**Signal wires by layer**

(8 px per micron) Only two layers are drawn.
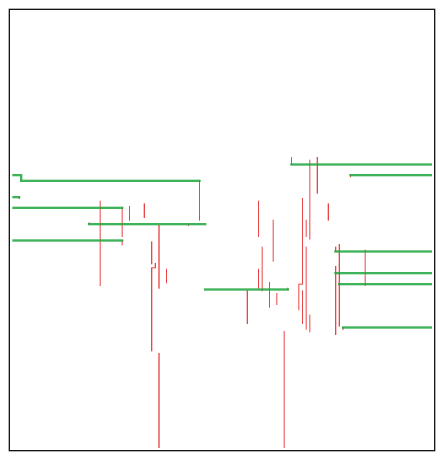
**Gate families picked out**

(8 px per micron)
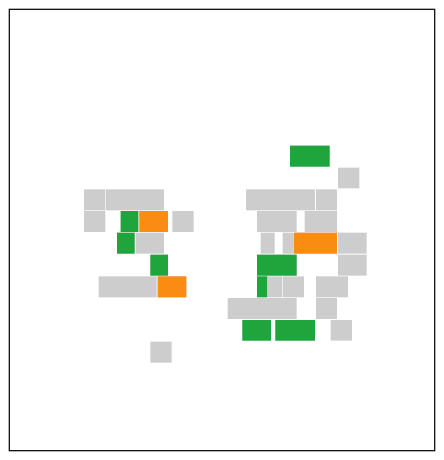
**Port wiring**

(4 px per micron)
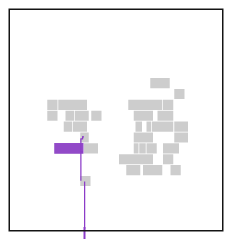
<file path="src/rtl/dl_demux_pkg.sv">
// Shared constants for the 1-to-2 stream demux: skid buffer states and port indices.
package dl_demux_pkg;
  localparam logic [1:0] EMPTY = 2'd0;
  localparam logic [1:0] ONE   = 2'd1;
  localparam logic [1:0] TWO   = 2'd2;

  localparam logic PORT0 = 1'b0;
  localparam logic PORT1 = 1'b1;

  typedef enum logic [1:0] {
    ST_EMPTY = EMPTY,
    ST_ONE   = ONE,
    ST_TWO   = TWO
  } skid_state_t;
endpackage

</file>
<file path="src/rtl/dl_demux_port_buf.sv">
// Per-port output buffer, 1-cycle latency, full throughput; single entry with a combinational
// ready path by default, a 2-entry registered-ready skid FIFO when DL_DEMUX_SKID_EN is defined.
module dl_demux_port_buf
  import dl_demux_pkg::*;
#(
  parameter int NUM_BITS = 1
) (
  input  logic                clk,
  input  logic                rst,
  input  logic                enq_val,
  output logic                enq_rdy,
  input  logic [NUM_BITS-1:0] enq_data,
  output logic                deq_val,
  input  logic                deq_rdy,
  output logic [NUM_BITS-1:0] deq_data
);

`ifdef DL_DEMUX_SKID_EN
  skid_state_t         r_state;
  logic [NUM_BITS-1:0] r_head;
  logic [NUM_BITS-1:0] r_tail;
  logic                w_enq;
  logic                w_deq;

  // Ready decodes only the state register, so deq_rdy never reaches enq_rdy.
  assign enq_rdy  = (r_state != ST_TWO);
  assign deq_val  = (r_state != ST_EMPTY);
  assign deq_data = r_head;
  assign w_enq    = enq_val && enq_rdy;
  assign w_deq    = deq_val && deq_rdy;

  always_ff @(posedge clk) begin
    if (rst) begin
      r_state <= ST_EMPTY;
      r_head  <= '0;
      r_tail  <= '0;
    end else begin
      case (r_state)
        ST_EMPTY: begin
          if (w_enq) begin
            r_head  <= enq_data;
            r_state <= ST_ONE;
          end
        end
        ST_ONE: begin
          if (w_enq && w_deq) begin
            r_head <= enq_data;
          end else if (w_enq) begin
            r_tail  <= enq_data;
            r_state <= ST_TWO;
          end else if (w_deq) begin
            r_state <= ST_EMPTY;
          end
        end
        ST_TWO: begin
          if (w_deq) begin
            r_head  <= r_tail;
            r_state <= ST_ONE;
          end
        end
        default: r_state <= ST_EMPTY;
      endcase
    end
  end
`else
  logic                r_val;
  logic [NUM_BITS-1:0] r_data;

  assign enq_rdy  = !r_val || deq_rdy;
  assign deq_val  = r_val;
  assign deq_data = r_data;

  always_ff @(posedge clk) begin
    if (rst) begin
      r_val  <= 1'b0;
      r_data <= '0;
    end else if (enq_val && enq_rdy) begin
      r_val  <= 1'b1;
      r_data <= enq_data;
    end else if (deq_rdy) begin
      r_val  <= 1'b0;
    end
  end
`endif

endmodule

</file>
<file path="src/rtl/dl_demux_buf.sv">
// 1-to-2 registered stream demux steered by in_sel; each port buffered independently so a
// stalled consumer only backpressures words aimed at it (DL_DEMUX_SKID_EN selects skid buffers).
module dl_demux_buf
  import dl_demux_pkg::*;
#(
  parameter int NUM_BITS = 1
) (
  input  logic                clk,
  input  logic                rst,
  input  logic [NUM_BITS-1:0] in_data,
  input  logic                in_sel,
  input  logic                in_val,
  output logic                in_rdy,
  output logic [NUM_BITS-1:0] out0_data,
  output logic                out0_val,
  input  logic                out0_rdy,
  output logic [NUM_BITS-1:0] out1_data,
  output logic                out1_val,
  input  logic                out1_rdy
);

  logic w_enq_val0;
  logic w_enq_val1;
  logic w_rdy0;
  logic w_rdy1;

  assign w_enq_val0 = in_val && (in_sel == PORT0);
  assign w_enq_val1 = in_val && (in_sel == PORT1);
  assign in_rdy     = (in_sel == PORT1) ? w_rdy1 : w_rdy0;

  dl_demux_port_buf #(.NUM_BITS(NUM_BITS)) u_port0 (
    .clk      (clk),
    .rst      (rst),
    .enq_val  (w_enq_val0),
    .enq_rdy  (w_rdy0),
    .enq_data (in_data),
    .deq_val  (out0_val),
    .deq_rdy  (out0_rdy),
    .deq_data (out0_data)
  );

  dl_demux_port_buf #(.NUM_BITS(NUM_BITS)) u_port1 (
    .clk      (clk),
    .rst      (rst),
    .enq_val  (w_enq_val1),
    .enq_rdy  (w_rdy1),
    .enq_data (in_data),
    .deq_val  (out1_val),
    .deq_rdy  (out1_rdy),
    .deq_data (out1_data)
  );

endmodule
</file>
<file path="config.mk">
export PLATFORM = sky130hd
export DESIGN_NAME = dl_demux_buf
export DESIGN_NICKNAME = d
export VERILOG_FILES = /design/src/rtl/dl_demux_pkg.sv /design/src/rtl/dl_demux_port_buf.sv /design/src/rtl/dl_demux_buf.sv
export SDC_FILE = /design/constraint.sdc
export NUM_CORES = 1
export LEC_CHECK = 0
export CAP_MARGIN = 10
export CELL_PAD_IN_SITES_DETAIL_PLACEMENT = 0
export CELL_PAD_IN_SITES_GLOBAL_PLACEMENT = 1
export CORE_AREA = 8 8 45 47
export CTS_CLUSTER_DIAMETER = 30
export CTS_CLUSTER_SIZE = 12
export DETAILED_ROUTE_END_ITERATION = 8
export DIE_AREA = 0 0 53 55
export DONT_BUFFER_PORTS = 1
export PLACE_DENSITY = 0.3
export SLEW_MARGIN = 10
export SYNTH_ARGS = -nofsm -noshare
export SYNTH_HDL_FRONTEND = slang
export SYNTH_SLANG_ARGS = --single-unit
</file>
<file path="constraint.sdc">
create_clock -name clk -period 0.9 [get_ports clk]
set_input_delay 0.09 -clock clk [delete_from_list [all_inputs] [get_ports clk]]
set_output_delay 0.09 -clock clk [all_outputs]
set_load 0.05 [all_outputs]
</file>
==> results.py <==
# Physical implementation metrics
metrics = {
    "sta": {
        "final_hold_viol_count": 0,
        "setup_viol": 2,
        "timing.final.crit_share_pct": 121.1,
        "worst_pin_slew_ps": 152.8,
        "setup_slack_ps": -189.9,
        "fin_crit_ps": 1090,
        "fmax_mhz": 917.5,
        "fin_skew_ps": 12.71,
        "slew_viol_final": 0,
        "slew_headroom_pct": 89.78,
        "rsz0062_at_grt": "true",
    },
    "floorplanning": {
        "io_pins": 12,
        "die_height_microns": 55,
        "core_area_sq_um": 1384,
        "die_w_microns": 53,
        "fp_util_pct": 13.65,
    },
    "route": {
        "wl_microns": 539,
        "route.vias.total": 180,
        "postRouteAntennaNets": 0,
        "wl_per_cell_microns": 11.00,
    },
    "clock_network": {
        "worstSkewPairLatency_ps": 250,
        "clkSlewWorstSetupHoldPaths_ps": 50,
        "cts_root_buf": "clkbuf_4",
        "cts_buffers": 3,
        "clock-sinks": 4,
        "cts_tree": "built",
    },
    "yosys": {
        "synthCells": 18,
        "ys_area_sq_um": 188.9,
        "syn-num-nets": 25,
        "syn-mean-instance-area_sq_um": 10.50,
        "synth_top_area_share_pct": 42.38,
        "ys_seq_share_pct": 42.38,
        "synthTopCellsByArea": "dfxtp_1 42%, nand2b_4 15%, nand2b_1 13%, mux2i_1 11%, mux2_2 6.0%",
        "ys_ff": 4,
    },
    "run_status": {
        "status": "finished, violations left",
        "failed_checks": "negative setup slack",
    },
    "finish": {
        "layout_top_cells": "6 x buf_4, 3 x nand2b_4, 3 x nand2b_1, 3 x clkbuf_4, 3 x dlygate4sd3_1",
        "area_growth_pct": 92.72,
        "nets": 41,
        "diodes": 0,
        "fin_area_sq_um": 364.1,
        "drive_above_1_share_pct": 57.58,
        "final_util_pct": 26.31,
    },
    "critical_path": {
        "cp.required_ps": 810,
        "cp_max_fo": 3,
        "crit_path_end_kind": "primary output",
        "setup.worst_path.class": "reg -> out",
        "startpoint_type": "register",
        "arrival_ps": 1000,
    },
    "run": {
        "max-cap-violations": 0,
    },
    "min_path": {
        "hp-class": "in -> reg",
    },
    "global_routing": {
        "grt_pass1_wl_microns": 800,
        "grt_start_max_net_pins": 5,
        "grt_pass1_vias": 193,
    },
    "power_and_ir_drop": {
        "powerDensity_nw_per_um2": 1553,
    },
}
Back to the opening pictures, 'signal wires by layer':
green -> metal 3  # wire length 150 microns
red -> metal 2  # wire length 173 microns

Back to the opening pictures, 'gate families picked out':
orange -> mux cells  # cells 3, most used mux2i_1
green -> nand cells  # cells 8

Back to the opening pictures, 'port wiring':
purple -> out1_data  # bits 1, direction output, edge bottom, end cells 1, buffers 1, wire 23.5 microns

[worst max-delay path, stage by stage, from the launching register on]
cell      delay, ps
dfxtp_4         350
nand2b_4         60
mux2_4          340
[kinds of logic (layout without fill, tap and decap cells)]
group                  after synthesis  after routing  share of synthesized area, %
muxes                                3              3                         16.56
buffers and inverters                0             15                             0
and+or+nand+nor                      9              9                         35.76
AOI/OAI and AO/OA                    2              2                         5.298
DFF                                  4              4                         42.39
[worst paths after layout]
| path | start | to | slack [ps] | depth (start not counted) |
|---|---|---|---|---|
| max reg2reg | u_port0.deq_val$_SDFFE_PP0P_ | u_port0.deq_data$_SDFFE_PP0P_ | -70 | 5 |
| min reg2reg | u_port1.deq_data$_SDFFE_PP0P_ | u_port1.deq_data$_SDFFE_PP0P_ | 470 | 2 |
| min | in_val | u_port1.deq_data$_SDFFE_PP0P_ | 30 | 2 |
| max | u_port1.deq_val$_SDFFE_PP0P_ | in_rdy | -190 | 2 |
[registers in the layout, summed over array words and instances (netlist names)]
| name | count |
|---|---|
| u_port0.deq_data | 1 |
| u_port0.deq_val | 1 |
| u_port1.deq_data | 1 |
| u_port1.deq_val | 1 |
[Yosys cell counts]
| library cell | n |
|---|---|
| nand2b_1 | 4 |
| mux2_2 | 1 |
| dfxtp_1 | 4 |
| nor2b_1 | 1 |
| a21oi_1 | 2 |
| nand2_1 | 1 |
| nand3_1 | 1 |
| mux2i_1 | 2 |
| nand2b_4 | 2 |
[layer usage]
layer  vias to the layer above  wire, microns  part of all wire [%]  GRT usage [%]
met5                         -              0                     0              0
met4                         0              8                   1.5          2.586
met3                         2            150                    28          7.754
met2                        13            173                    32          4.883
met1                        75            208                    39          3.501
li1                         90              -                     -              -
[area by class of cell]
cell class	count	area, sq um
Sequential cell	4	87.58
Tap cell	16	20.02
Fill cell	144	1020
Clock buffer	4	26.28
Timing Repair Buffer	11	97.59
Multi-Input combinational cell	14	132.6
[metrics by stage]
step | cells | power [uW] | hold WS (ps) | worst slack [ps]
global placement | 38 | 286.0 | 152.9 | 63.44
floorplan | 18 | 267.1 | 149.4 | -34.48
CTS | 46 | 572.1 | 29.23 | -205.1
global route | 49 | 615.8 | 27.02 | -232.1
finish | 49 | 565.3 | 29.03 | -189.9
detailed placement | 38 | 286.1 | 155.8 | 61.28
[timing repair]
action                                  4_1_cts  5_1_grt
endpoints found under the setup margin        1        4
resized                                       2        3
endpoints found under the hold margin         2        0
buffers inserted                              1        3
hold buffers                                  3        0
pin swaps                                     0        1
[power by group]
group          switching [uW]  leakage, uW  total, uW  internal [uW]
registers                7.14    0.0000342        192            185
logic                    62.2     0.000120        118           56.2
clock network            87.2    0.0000150        254            167
total                     157     0.000170        565            409
Power and IR drop assume default switching activity.
